class_map.png
The bar under the picture is 20 um long.
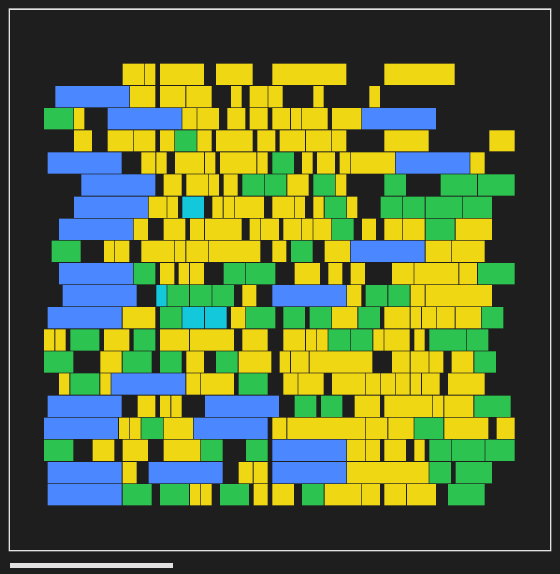
clock_wires.png
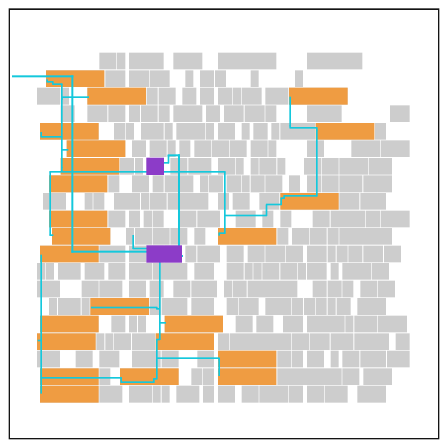
m1.png
Supply wires on this layer in grey.
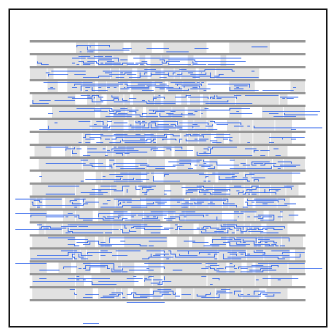
$ cat src/rtl/piano_key_detector_pkg.sv
// Shared types and helpers for the piano key detector and the keyboard overlay.
package piano_pkg;

    typedef enum logic [1:0] {IDLE, ARMING, HELD, RELEASING} pkd_state_t;

    typedef logic [3:0] key_t;

    // Decoder code for "no key"; never a valid key index.
    localparam key_t KEY_NONE = 4'hF;

    // Unsigned 11-bit a >= b, taken from the borrow of a 12-bit subtraction.
    // This keeps compares against zero-valued parameters free of constant-compare folding.
    function automatic logic u11_ge(input logic [10:0] a, input logic [10:0] b);
        logic [11:0] diff;
        diff = {1'b0, a} - {1'b0, b};
        return !diff[11];
    endfunction

endpackage

$ cat src/rtl/key_zone_decoder.sv
// Combinational mapping of a screen point onto a row of virtual keys.
module key_zone_decoder
    import piano_pkg::*;
#(
    parameter int NUM_KEYS  = 8,
    parameter int KEY_X0    = 0,
    parameter int KEY_W     = 80,
    parameter int KEY_Y_TOP = 240,
    parameter int KEY_Y_BOT = 479
) (
    input  logic [9:0] x,
    input  logic [9:0] y,
    output key_t       key
);

    localparam logic [10:0] X_LO    = 11'(KEY_X0);
    localparam logic [10:0] Y_LO    = 11'(KEY_Y_TOP);
    localparam logic [10:0] Y_HI_EX = 11'(KEY_Y_BOT + 1);

    logic [10:0]         x11;
    logic [10:0]         y11;
    logic [NUM_KEYS-1:0] below_edge;
    logic                in_zone;

    assign x11 = {1'b0, x};
    assign y11 = {1'b0, y};

    // below_edge[k]: x lies left of the right edge of key k (edges fixed at elaboration).
    for (genvar k = 0; k < NUM_KEYS; k++) begin : g_edge
        localparam logic [10:0] EDGE = 11'(KEY_X0 + (k + 1) * KEY_W);
        assign below_edge[k] = !u11_ge(x11, EDGE);
    end

    // Zone gate, then pick the lowest key whose right edge is still to the right of x.
    always_comb begin
        key     = KEY_NONE;
        in_zone = u11_ge(y11, Y_LO) && !u11_ge(y11, Y_HI_EX) && u11_ge(x11, X_LO);
        if (in_zone) begin
            for (int k = NUM_KEYS - 1; k >= 0; k--) begin
                if (below_edge[k]) key = 4'(k);
            end
        end
    end

endmodule

$ cat src/rtl/piano_key_detector.sv
// Frame-rate key detector: samples the tracker centre once per frame,
// debounces the decoded key and issues note_on / note_off pulses.
module piano_key_detector
    import piano_pkg::*;
#(
    parameter int NUM_KEYS       = 8,
    parameter int KEY_X0         = 0,
    parameter int KEY_W          = 80,
    parameter int KEY_Y_TOP      = 240,
    parameter int KEY_Y_BOT      = 479,
    parameter int PRESS_FRAMES   = 3,
    parameter int RELEASE_FRAMES = 2
) (
    input  logic       clk,
    input  logic       reset,
    input  logic       vsync,
    input  logic [9:0] center_x,
    input  logic [9:0] center_y,
    output logic       key_active,
    output logic [3:0] key_idx,
    output logic       note_on,
    output logic       note_off,
    output logic [3:0] note_key
);

    key_t       zone_key;
    logic       vsync_prev_q, vsync_prev_d;
    logic       sample_q, sample_d;
    pkd_state_t state_q, state_d;
    key_t       cand_q, cand_d;
    logic [3:0] cnt_q, cnt_d;
    logic       key_active_q, key_active_d;
    key_t       key_idx_q, key_idx_d;
    logic       note_on_q, note_on_d;
    logic       note_off_q, note_off_d;
    key_t       note_key_q, note_key_d;
    logic [3:0] cnt_inc;
    logic       do_release;

    key_zone_decoder #(
        .NUM_KEYS (NUM_KEYS),
        .KEY_X0   (KEY_X0),
        .KEY_W    (KEY_W),
        .KEY_Y_TOP(KEY_Y_TOP),
        .KEY_Y_BOT(KEY_Y_BOT)
    ) u_decoder (
        .x  (center_x),
        .y  (center_y),
        .key(zone_key)
    );

    // Frame end is the vsync falling edge; the centre is sampled one cycle later,
    // once the tracker has registered its final value for the frame.
    always_comb begin
        vsync_prev_d = vsync;
        sample_d     = vsync_prev_q && !vsync;
    end

    // Debounce FSM and output next-state; only the sample cycle may change anything.
    always_comb begin
        state_d      = state_q;
        cand_d       = cand_q;
        cnt_d        = cnt_q;
        key_active_d = key_active_q;
        key_idx_d    = key_idx_q;
        note_on_d    = 1'b0;
        note_off_d   = 1'b0;
        note_key_d   = note_key_q;
        do_release   = 1'b0;
        cnt_inc      = cnt_q + 4'd1;

        if (sample_q) begin
            case (state_q)
                IDLE: begin
                    if (zone_key != KEY_NONE) begin
                        state_d = ARMING;
                        cand_d  = zone_key;
                        cnt_d   = 4'd1;
                    end
                end
                ARMING: begin
                    if (zone_key == cand_q) begin
                        cnt_d = cnt_inc;
                        if (cnt_inc == 4'(PRESS_FRAMES)) begin
                            state_d      = HELD;
                            note_on_d    = 1'b1;
                            note_key_d   = cand_q;
                            key_active_d = 1'b1;
                            key_idx_d    = cand_q;
                        end
                    end else if (zone_key != KEY_NONE) begin
                        cand_d = zone_key;
                        cnt_d  = 4'd1;
                    end else begin
                        state_d = IDLE;
                    end
                end
                HELD: begin
                    if (zone_key != key_idx_q) begin
                        cnt_d = 4'd1;
                        if (RELEASE_FRAMES == 1) do_release = 1'b1;
                        else                     state_d    = RELEASING;
                    end
                end
                RELEASING: begin
                    if (zone_key == key_idx_q) begin
                        state_d = HELD;
                    end else begin
                        cnt_d = cnt_inc;
                        if (cnt_inc == 4'(RELEASE_FRAMES)) do_release = 1'b1;
                    end
                end
                default: state_d = IDLE;
            endcase

            // A release restarts arming from the frame that caused it.
            if (do_release) begin
                note_off_d   = 1'b1;
                note_key_d   = key_idx_q;
                key_active_d = 1'b0;
                key_idx_d    = 4'd0;
                if (zone_key != KEY_NONE) begin
                    state_d = ARMING;
                    cand_d  = zone_key;
                    cnt_d   = 4'd1;
                end else begin
                    state_d = IDLE;
                end
            end
        end
    end

    // State and output registers; reset clears everything without a pulse.
    always_ff @(posedge clk or posedge reset) begin
        if (reset) begin
            vsync_prev_q <= 1'b0;
            sample_q     <= 1'b0;
            state_q      <= IDLE;
            cand_q       <= 4'd0;
            cnt_q        <= 4'd0;
            key_active_q <= 1'b0;
            key_idx_q    <= 4'd0;
            note_on_q    <= 1'b0;
            note_off_q   <= 1'b0;
            note_key_q   <= 4'd0;
        end else begin
            vsync_prev_q <= vsync_prev_d;
            sample_q     <= sample_d;
            state_q      <= state_d;
            cand_q       <= cand_d;
            cnt_q        <= cnt_d;
            key_active_q <= key_active_d;
            key_idx_q    <= key_idx_d;
            note_on_q    <= note_on_d;
            note_off_q   <= note_off_d;
            note_key_q   <= note_key_d;
        end
    end

    assign key_active = key_active_q;
    assign key_idx    = key_idx_q;
    assign note_on    = note_on_q;
    assign note_off   = note_off_q;
    assign note_key   = note_key_q;

endmodule

$ cat config.mk
export PLATFORM = sky130hd
export DESIGN_NAME = piano_key_detector
export DESIGN_NICKNAME = d
export VERILOG_FILES = /design/src/rtl/piano_key_detector_pkg.sv /design/src/rtl/key_zone_decoder.sv /design/src/rtl/piano_key_detector.sv
export SDC_FILE = /design/constraint.sdc
export NUM_CORES = 1
export LEC_CHECK = 0
export CORE_MARGIN = 4
export CORE_UTILIZATION = 52
export CTS_CLUSTER_DIAMETER = 30
export CTS_CLUSTER_SIZE = 10
export DETAILED_ROUTE_END_ITERATION = 12
export PLACE_DENSITY = 0.8
export SKIP_CTS_REPAIR_TIMING = 1
export SLEW_MARGIN = 15
export SYNTH_ARGS = -nofsm -noshare
export SYNTH_HDL_FRONTEND = slang
export SYNTH_SLANG_ARGS = --single-unit
$ cat constraint.sdc
create_clock -name clk -period 3.1 [get_ports clk]
set_input_delay 0.62 -clock clk [delete_from_list [all_inputs] [get_ports clk]]
set_output_delay 0.62 -clock clk [all_outputs]
set_load 0.02 [all_outputs]
==> out/metrics.yaml <==
cap_violations: 0
dieHeight_um: 66.41
cp_slowest_stage_delay_ps: 490
fmax_mhz: 329.1
synth_cell_types: 59
top_cell: "dfrtp_1"
cts_root_buf: "clkbuf_4"
grt_max_degree: 24
worst_pin_slew_ps: 875.3
worstSetupPathType: "in2reg"
ff2ff_setup_slack_ps: 690
num-nets-final: 294
yosys-stat-area_um2: 1774
ff_count: 23
initial_core_util: 0.5627
num-clock-buffers: 4
grt_pass1_wl_mm: 8.549
yosys_warnings: 0
avgSynthCellArea_um2: 8.489
synth.top_cell.area_share: 0.3244
crit_path_start_kind: "primary input"
post-place-cells: 304
numPortBuffers: 25
finalClockPeriodUsage: 0.9801
internal-power_uw: 742.9
ff_type: "dfrtp_1"
status: "complete, no violations"
seq_area_um2: 575.6
numClockSinks: 23
grt.overflow.total: 0
grt_pass1_vias: 1907
cp_max_fo: 4
whs_path_depth: 1
logic_gate_count: 161
finalSetupViolCount: 0
ys_cells: 209
cp.arrival_ps: 3270
synthCells: 209
buffers: 64
comb_area_um2: 1254
sh_comb_area: 0.4951
power_leader: "combinational cells"
fin_cells: 310
ys_seq_share: 0.3244
largest_area_cell: "dfrtp_1"
required_ps: 3330
die-width_um: 66.41
cts_buffer_depth: 2
warnings: 37
critPathMostFrequentCell: "nand2_1"
pg_comb_uw: 626
min_to: "sample_q"
edf_count: 0
post-place-ws_ps: -514.9
power.switching_uw: 536.4
seq_share: 0.2273
hold_class: "reg2reg"
endpoint: "cnt_q[0]"
inverters: 14
cts_tree: "yes"
r2r-start: "cnt_q[0]"
ir_drop_v: 0.0004108
## Picture notes: class_map.png
Yellow stands for remaining logic cells, cells 175. Cyan stands for clock drivers and dummy loads, cells 4. Blue stands for sequential cells, cells 23. Green stands for remaining buffers and delay cells, cells 64.
post-route cell area: 2532 um2
Core ar.: 3153 um2
fin util: 0.8032

## Picture notes: clock_wires.png
Orange stands for flip-flops, count 23. Purple stands for clock-net drivers, count 3. Cyan stands for clock wires, length 278 um.
There are 4 routed clock nets.
Latency at later pin: 310 ps
Clk power: 138 uW
clk_skew: 11.14 ps

## Picture notes: m1.png
The longest straight run is 30.4 um. The layer carries 2310 um of wire. The layer holds 40% of the routed length. The wires run mostly horizontal. 265 nets have wire on it.
WL final: 5.707 mm
DR vias: 1958
grt met1 use: 0.3020

-- placed cells by master (no fill, tap or decap), types with 5 or more instances in the layout --
cell type	synthesis	final
a211oi_1	6	5
a21oi_1	9	9
buf_4	1	38
clkdlybuf4s50_1	0	17
dfrtp_1	23	23
dlymetal6s2s_1	0	8
inv_1	12	12
nand2_1	20	19
nand3_1	8	8
nor2_1	12	11
nor2b_1	6	5
nor3_1	5	5
o21a_1	6	6
o21ai_0	12	11
-- cell families (layout without fill, tap and decap cells) --
family                     Yosys count  after routing  synth area share
and+or+nand+nor                     78             78            0.2412
AOI/OAI and AO/OA                   72             72            0.3018
buffers and inverters               25             82           0.06488
DFF                                 23             23            0.3244
adders and majority gates            4              4           0.02821
muxes                                4              4           0.02468
xor gates and xnor gates             3              3           0.01481
-- worst register-to-register path, cell delays in order (launching register included) --
cell	delay, ps
dfrtp_1	530
nand3_1	200
xnor2_1	230
nor4_1	770
nand3_4	230
nand2_2	180
o221a_2	210
-- metal layers --
layer / share of wire / vias up / wire length [um] / GRT usage
met5: 0 / - / 0 / 0
met2: 0.50 / 89 / 2835 / 0.4498
met3: 0.056 / 24 / 322 / 0.02211
met1: 0.40 / 932 / 2308 / 0.3020
li1: - / 913 / - / -
met4: 0.042 / 0 / 240 / 0.06853
-- through the flow --
step                instance area, um2  total power (uW)    util
floorplan                         1774             826.9       -
global placement                  2295              1010  0.7278
detailed placement                2295              1046  0.7278
CTS                               2321              1182  0.7361
global route                      2532              1367  0.8032
finish                            2532              1279  0.8032
-- sequential cells by signal, summed over array words and instances (netlist names) --
signal and flops:
key_idx 4, note_off 1, state_q 2, sample_q 1
note_key 4, note_on 1, cnt_q 4, cand_q 4
key_active 1, vsync_prev_q 1
Power is estimated from default activity; no workload was simulated.
